## src/rtl/qif_chan_arb.sv

```systemverilog
// qif_chan_arb: round-robin arbiter sharing one QIf handshake channel among
// NREQ requesters. The winning requester owns the channel for the whole
// transaction (request, grant, response, response accept). A response
// watchdog raises a sticky timeout flag when QIf holds off a response too long.
module qif_chan_arb #(
  parameter int NREQ = 4,
  parameter int DW   = 8,
  parameter int TMO  = 255,
  localparam int OW  = ($clog2(NREQ) > 1) ? $clog2(NREQ) : 1
) (
  input  logic               clk,
  input  logic               rstn,
  input  logic [NREQ-1:0]    s_vld,
  input  logic [NREQ-1:0]    s_wait,
  input  logic [NREQ*DW-1:0] s_dat,
  output logic [NREQ-1:0]    s_gnt,
  output logic [NREQ-1:0]    s_rvld,
  output logic [NREQ-1:0]    s_err,
  output logic [DW-1:0]      s_rdat,
  input  logic [NREQ-1:0]    s_rgnt,
  output logic               m_vld,
  output logic               m_wait,
  output logic [DW-1:0]      m_dat,
  input  logic               m_gnt,
  input  logic               m_rvld,
  input  logic               m_err,
  input  logic [DW-1:0]      m_rdat,
  output logic               m_rgnt,
  output logic               busy,
  output logic [OW-1:0]      owner,
  output logic               tmo,
  input  logic               tmo_clr
);

  localparam int OW1 = OW + 1;
  localparam int CW  = (TMO < 1) ? 1 : $clog2(TMO + 1);
  localparam logic [CW-1:0]  TMO_C  = CW'(TMO);
  localparam logic [OW-1:0]  LAST_C = OW'(NREQ - 1);

  localparam logic [1:0] ST_IDLE = 2'd0;
  localparam logic [1:0] ST_REQ  = 2'd1;
  localparam logic [1:0] ST_RSP  = 2'd2;

  logic [1:0]    state_q, state_d;
  logic [OW-1:0] ptr_q, ptr_d;
  logic [OW-1:0] owner_q, owner_d;
  logic [CW-1:0] cnt_q, cnt_d;
  logic          tmo_q, tmo_d;
  logic          req_acc_s;
  logic          rsp_done_s;
  logic          tmo_set_s;

  // First requester at or after base, wrapping modulo NREQ; base if none.
  function automatic logic [OW-1:0] rr_pick(input logic [NREQ-1:0] req,
                                            input logic [OW-1:0]   base);
    logic [OW-1:0] res;
    logic [OW1-1:0] sum;
    logic hit;
    res = base;
    hit = 1'b0;
    for (int k = 0; k < NREQ; k++) begin
      sum = {1'b0, base} + OW1'(k);
      sum = (sum >= OW1'(NREQ)) ? (sum - OW1'(NREQ)) : sum;
      if (!hit && req[sum[OW-1:0]]) begin
        res = sum[OW-1:0];
        hit = 1'b1;
      end
    end
    return res;
  endfunction

  assign req_acc_s  = s_vld[owner_q] & m_gnt;
  assign rsp_done_s = m_rvld & s_rgnt[owner_q];

  // Next-state, owner and rotation pointer selection.
  always_comb begin
    state_d = state_q;
    ptr_d   = ptr_q;
    owner_d = owner_q;
    case (state_q)
      ST_IDLE: begin
        if (|s_vld) begin
          owner_d = rr_pick(s_vld, ptr_q);
          state_d = ST_REQ;
        end else begin
          state_d = ST_IDLE;
        end
      end
      ST_REQ: begin
        if (req_acc_s) begin
          state_d = ST_RSP;
        end else if (!s_vld[owner_q]) begin
          state_d = ST_IDLE;
        end else begin
          state_d = ST_REQ;
        end
      end
      ST_RSP: begin
        if (rsp_done_s) begin
          state_d = ST_IDLE;
          ptr_d   = (owner_q == LAST_C) ? '0 : (owner_q + OW'(1));
        end else begin
          state_d = ST_RSP;
        end
      end
      default: begin
        state_d = ST_IDLE;
      end
    endcase
  end

  // Watchdog: restart on entry to RSP, count stalled RSP cycles up to TMO.
  always_comb begin
    cnt_d     = cnt_q;
    tmo_set_s = 1'b0;
    if (state_q == ST_REQ && req_acc_s) begin
      cnt_d = '0;
    end else if (state_q == ST_RSP && !m_rvld && cnt_q != TMO_C) begin
      cnt_d = cnt_q + CW'(1);
    end else begin
      cnt_d = cnt_q;
    end
    if (TMO != 0 && state_q == ST_RSP && !m_rvld && cnt_d == TMO_C) begin
      tmo_set_s = 1'b1;
    end else begin
      tmo_set_s = 1'b0;
    end
    if (tmo_set_s) begin
      tmo_d = 1'b1;
    end else if (tmo_clr) begin
      tmo_d = 1'b0;
    end else begin
      tmo_d = tmo_q;
    end
  end

  // State, pointer, owner and watchdog registers.
  always_ff @(posedge clk or negedge rstn) begin
    if (!rstn) begin
      state_q <= ST_IDLE;
      ptr_q   <= '0;
      owner_q <= '0;
      cnt_q   <= '0;
      tmo_q   <= 1'b0;
    end else begin
      state_q <= state_d;
      ptr_q   <= ptr_d;
      owner_q <= owner_d;
      cnt_q   <= cnt_d;
      tmo_q   <= tmo_d;
    end
  end

  // Route handshake to/from the owner only; everyone else sees zeros.
  always_comb begin
    s_gnt  = '0;
    s_rvld = '0;
    s_err  = '0;
    m_vld  = 1'b0;
    m_wait = 1'b0;
    m_rgnt = 1'b0;
    case (state_q)
      ST_REQ: begin
        m_vld          = s_vld[owner_q];
        m_wait         = s_wait[owner_q];
        s_gnt[owner_q] = m_gnt;
      end
      ST_RSP: begin
        s_rvld[owner_q] = m_rvld;
        s_err[owner_q]  = m_err;
        m_rgnt          = s_rgnt[owner_q] & m_rvld;
      end
      default: begin
        m_vld = 1'b0;
      end
    endcase
  end

  assign m_dat  = s_dat[owner_q*DW +: DW];
  assign s_rdat = m_rdat;
  assign busy   = (state_q != ST_IDLE);
  assign owner  = owner_q;
  assign tmo    = tmo_q;

endmodule

```

## config.mk

```make
export PLATFORM = sky130hd
export DESIGN_NAME = qif_chan_arb
export DESIGN_NICKNAME = d
export VERILOG_FILES = /design/src/rtl/qif_chan_arb.sv
export SDC_FILE = /design/constraint.sdc
export NUM_CORES = 1
export LEC_CHECK = 0
export ABC_CLOCK_PERIOD_IN_PS = 3070
export CORE_ASPECT_RATIO = 0.75
export CORE_MARGIN = 2
export CORE_UTILIZATION = 36
export CTS_CLUSTER_SIZE = 40
export DETAILED_ROUTE_END_ITERATION = 12
export GPL_TIMING_DRIVEN = 0
export PLACE_DENSITY = 0.82
export SYNTH_ARGS = -nofsm -noshare
export SYNTH_HDL_FRONTEND = slang
export SYNTH_SLANG_ARGS = --single-unit
```

## constraint.sdc

```tcl
create_clock -name clk -period 3.07 [get_ports clk]
set_clock_uncertainty 0.1 [all_clocks]
set_input_delay 0.614 -clock clk [delete_from_list [all_inputs] [get_ports clk]]
set_output_delay 0.614 -clock clk [all_outputs]
set_load 0.01 [all_outputs]
```

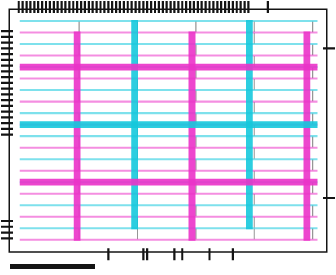
floorplan.png
Scale bar: 20 um. Pins as bars on the die edge. Tap cells in gray.
[cyan] VDD
[magenta] VSS
met4 straps: 5
met5 straps: 3

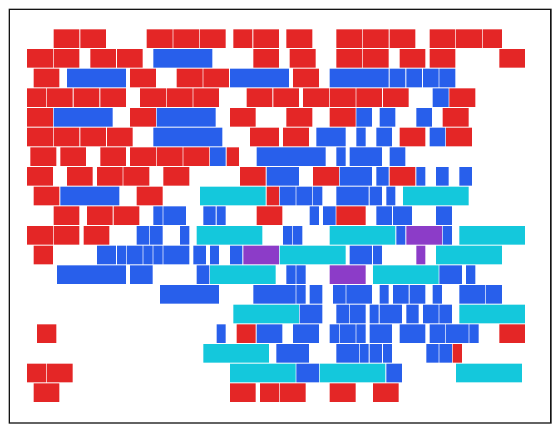
class_map.png
[blue] remaining logic cells | cells: 111
[red] remaining buffers and delay cells | cells: 97
[purple] clock drivers and dummy loads | cells: 4
[cyan] registers | cells: 15

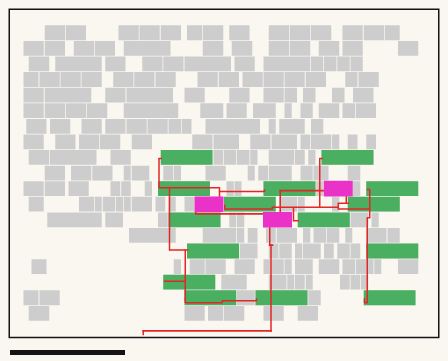
clock_wires.png
Scale bar: 20 um.
[green] flip-flops | count: 15
[magenta] clock-net drivers | count: 3
[red] clock wires | length: 208 um
routed clock nets: 4

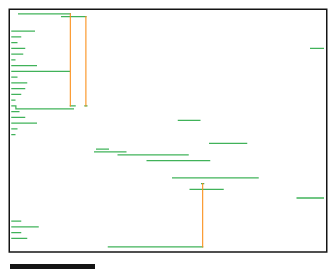
layers.png
Scale bar: 20 um. Two of the layers only.
[green] M3 | wire length: 220 um
[orange] M4 | wire length: 57.8 um

==> flow_summary_export.csv <==
group,metric,value,unit
status,status,"complete, no violations",
pwr,switching_share,37.7,%
critical_path,r2r_setup_slack,0.67,ns
clocking,cts_hold_buf,0,
logic_synthesis,ff_type,"dfrtp_1",
hold_path,whs_endpoint,"state_q[1]$_DFF_PN0_",
final_layout,ff_count,15,
clocking,cts.sinks,15,
final_layout,layout-drive-gt1-share,11.5,%
final_layout,clk_share,1.96,%
grt,grt_start_max_net_pins,16,
clocking,clockBufferDepth,2,
routing,finalWirelength,4.17,mm
final_layout,lay_top_count,"clkdlybuf4s50_1",
routing,ant_nets,0,
logic_synthesis,synth_flop_count,15,
die,taps,52,
placed_design,hpwlAfterDp,3.48,mm
critical_path,cp-endpoint,"m_rgnt",
grt,globalRoute.totalOverflow,0,
logic_synthesis,yosys-stat-cells,139,
grt,grt_use_met1,28.5,%
final_layout,fillers,299,
timing,slew_headroom,54.6,%
logic_synthesis,top_area_cell,"dfrtp_1",
grt,busiest_layer,"met2",
final_layout,buf_share,40.7,%
placed_design,gp_congestion,0.788,
critical_path,cp.arrival,2.30,ns
final_layout,instances_no_fill,279,
clocking,htreeDepth,1,
logic_synthesis,yosys-top-cells-area,"dfrtp_1 28%, mux4_2 13%, mux4_1 5.8%",
placed_design,dp_cells,275,
critical_path,path_max_fanout,3,
clocking,cts_made_buffers,3,
critical_path,crit_path_start_kind,"input port",
clocking,cts-resized-gates,1,
placed_design,dpl_worst_slack,0.0733,ns
final_layout,seq_share,16.3,%
critical_path,crit_chain,"clkdlybuf4s50_1, mux4_1, nand3_1, inv_1, clkdlybuf4s50_1",
final_layout,final_layout_top_logic_cells,"84 x clkdlybuf4s50_1, 15 x dfrtp_1, 12 x and3_1, 11 x nand2_1",
placed_design,port_buffers,84,
logic_synthesis,async_flop_share,100,%
final_layout,inv_count,10,
timing,clock.fmax,0.331,GHz
logic_synthesis,ys_area,0.00135,sq mm
die,rows,19,
timing,fin_tns_setup,0,ns
pwr,comb_power_share,64.1,%
logic_synthesis,synth_seq_share,27.8,%
pwr,powerDensity,570,mW/mm^2
routing,drtPass1Iterations,4,
logic_synthesis,top_cells_by_count,"15 x dfrtp_1, 12 x and3_1, 11 x nand2_1",
logic_synthesis,fp_nets,202,
pwr,total_power,1.31,mW
final_layout,largest_register,"cnt_q",
routing,dr_total_vias,1416,
routing,highest_layer,"met4",
die,die_y,57.0,um
timing,tightestPinTransition,0.680,ns
pwr,leakage,0.970,nW
logic_synthesis,top_cell_area_share,27.8,%
timing,hold_viol_final,0,
critical_path,setup.worst_path.class,"in2out",
final_layout,antenna_cells,0,
clocking,tritoncts,"yes",
final_layout,comb_share,36.6,%
logic_synthesis,post-synth-top-count-cell,"dfrtp_1",
die,chip_area,0.00426,sq mm
final_layout,fin_util,63.3,%
logic_synthesis,mux_area_share,21.4,%
hold_path,hp-class,"reg2reg",
critical_path,endpoint_kind,"primary output",
hold_path,hp-start,"state_q[0]$_DFF_PN0_",
routing,avgViaCountPerCell,5.08,
pwr,power.switching,495,uW
timing,slew_violations,0,
final_layout,fin_nets,291,
final_layout,largest_reg_flops,8,
critical_path,critical_path.startpoint,"s_rgnt[1]",
run,warnings,29,
timing,rsz0062_at_grt,"false",
critical_path,worst-path-stages,5,
critical_path,cpMostUsedCell,"clkdlybuf4s50_1",
final_layout,largest_class,"buffers",
pwr,maxPowerGroup,"combinational logic",
pwr,peakVddDrop,0.292,mV
clocking,cts_setup_buffers,0,
die,die_w,74.7,um
final_layout,synthToLayoutAreaGrowth,70.7,%
routing,drc_errors,0,
final_layout,clkbuf_count,4,
pwr,pwr-share-clk,12.0,%
logic_synthesis,synthDistinctLibCells,40,
final_layout,final_area,0.00230,sq mm
logic_synthesis,synth_area_per_cell,9.70,sq um
logic_synthesis,simple_gate_area_share,22.4,%
logic_synthesis,synthTopLogicFamily,"simple AND/OR/NAND/NOR gates",
logic_synthesis,ys_warn_count,0,
clocking,clk_latency,0.24,ns
timing,period_minus_slack,3.02,ns
pwr,power_clock,158,uW
final_layout,n_all_buffers,97,
timing,whs,0.421,ns
pwr,p_int,817,uW
grt,track_usage,20.5,%
critical_path,r2r_cells,7,
clocking,clkTransAtPathRegs,0.06,ns
critical_path,slowest_delay,0.53,ns
critical_path,cp_num_buf_inv,3,
logic_synthesis,synth-adder-area-share,4.64,%
logic_synthesis,ys_sh_xor,2.60,%
pwr,p_comb,841,uW
critical_path,critical_path.top_delay_family,"buffers and inverters",
grt,grt_pass1_wl,6.67,mm
pwr,pg_seq,313,uW
critical_path,crit_slowest_cell,"mux4_1",
final_layout,logic_gate_count,101,
Power is estimated from default activity; no workload was simulated.
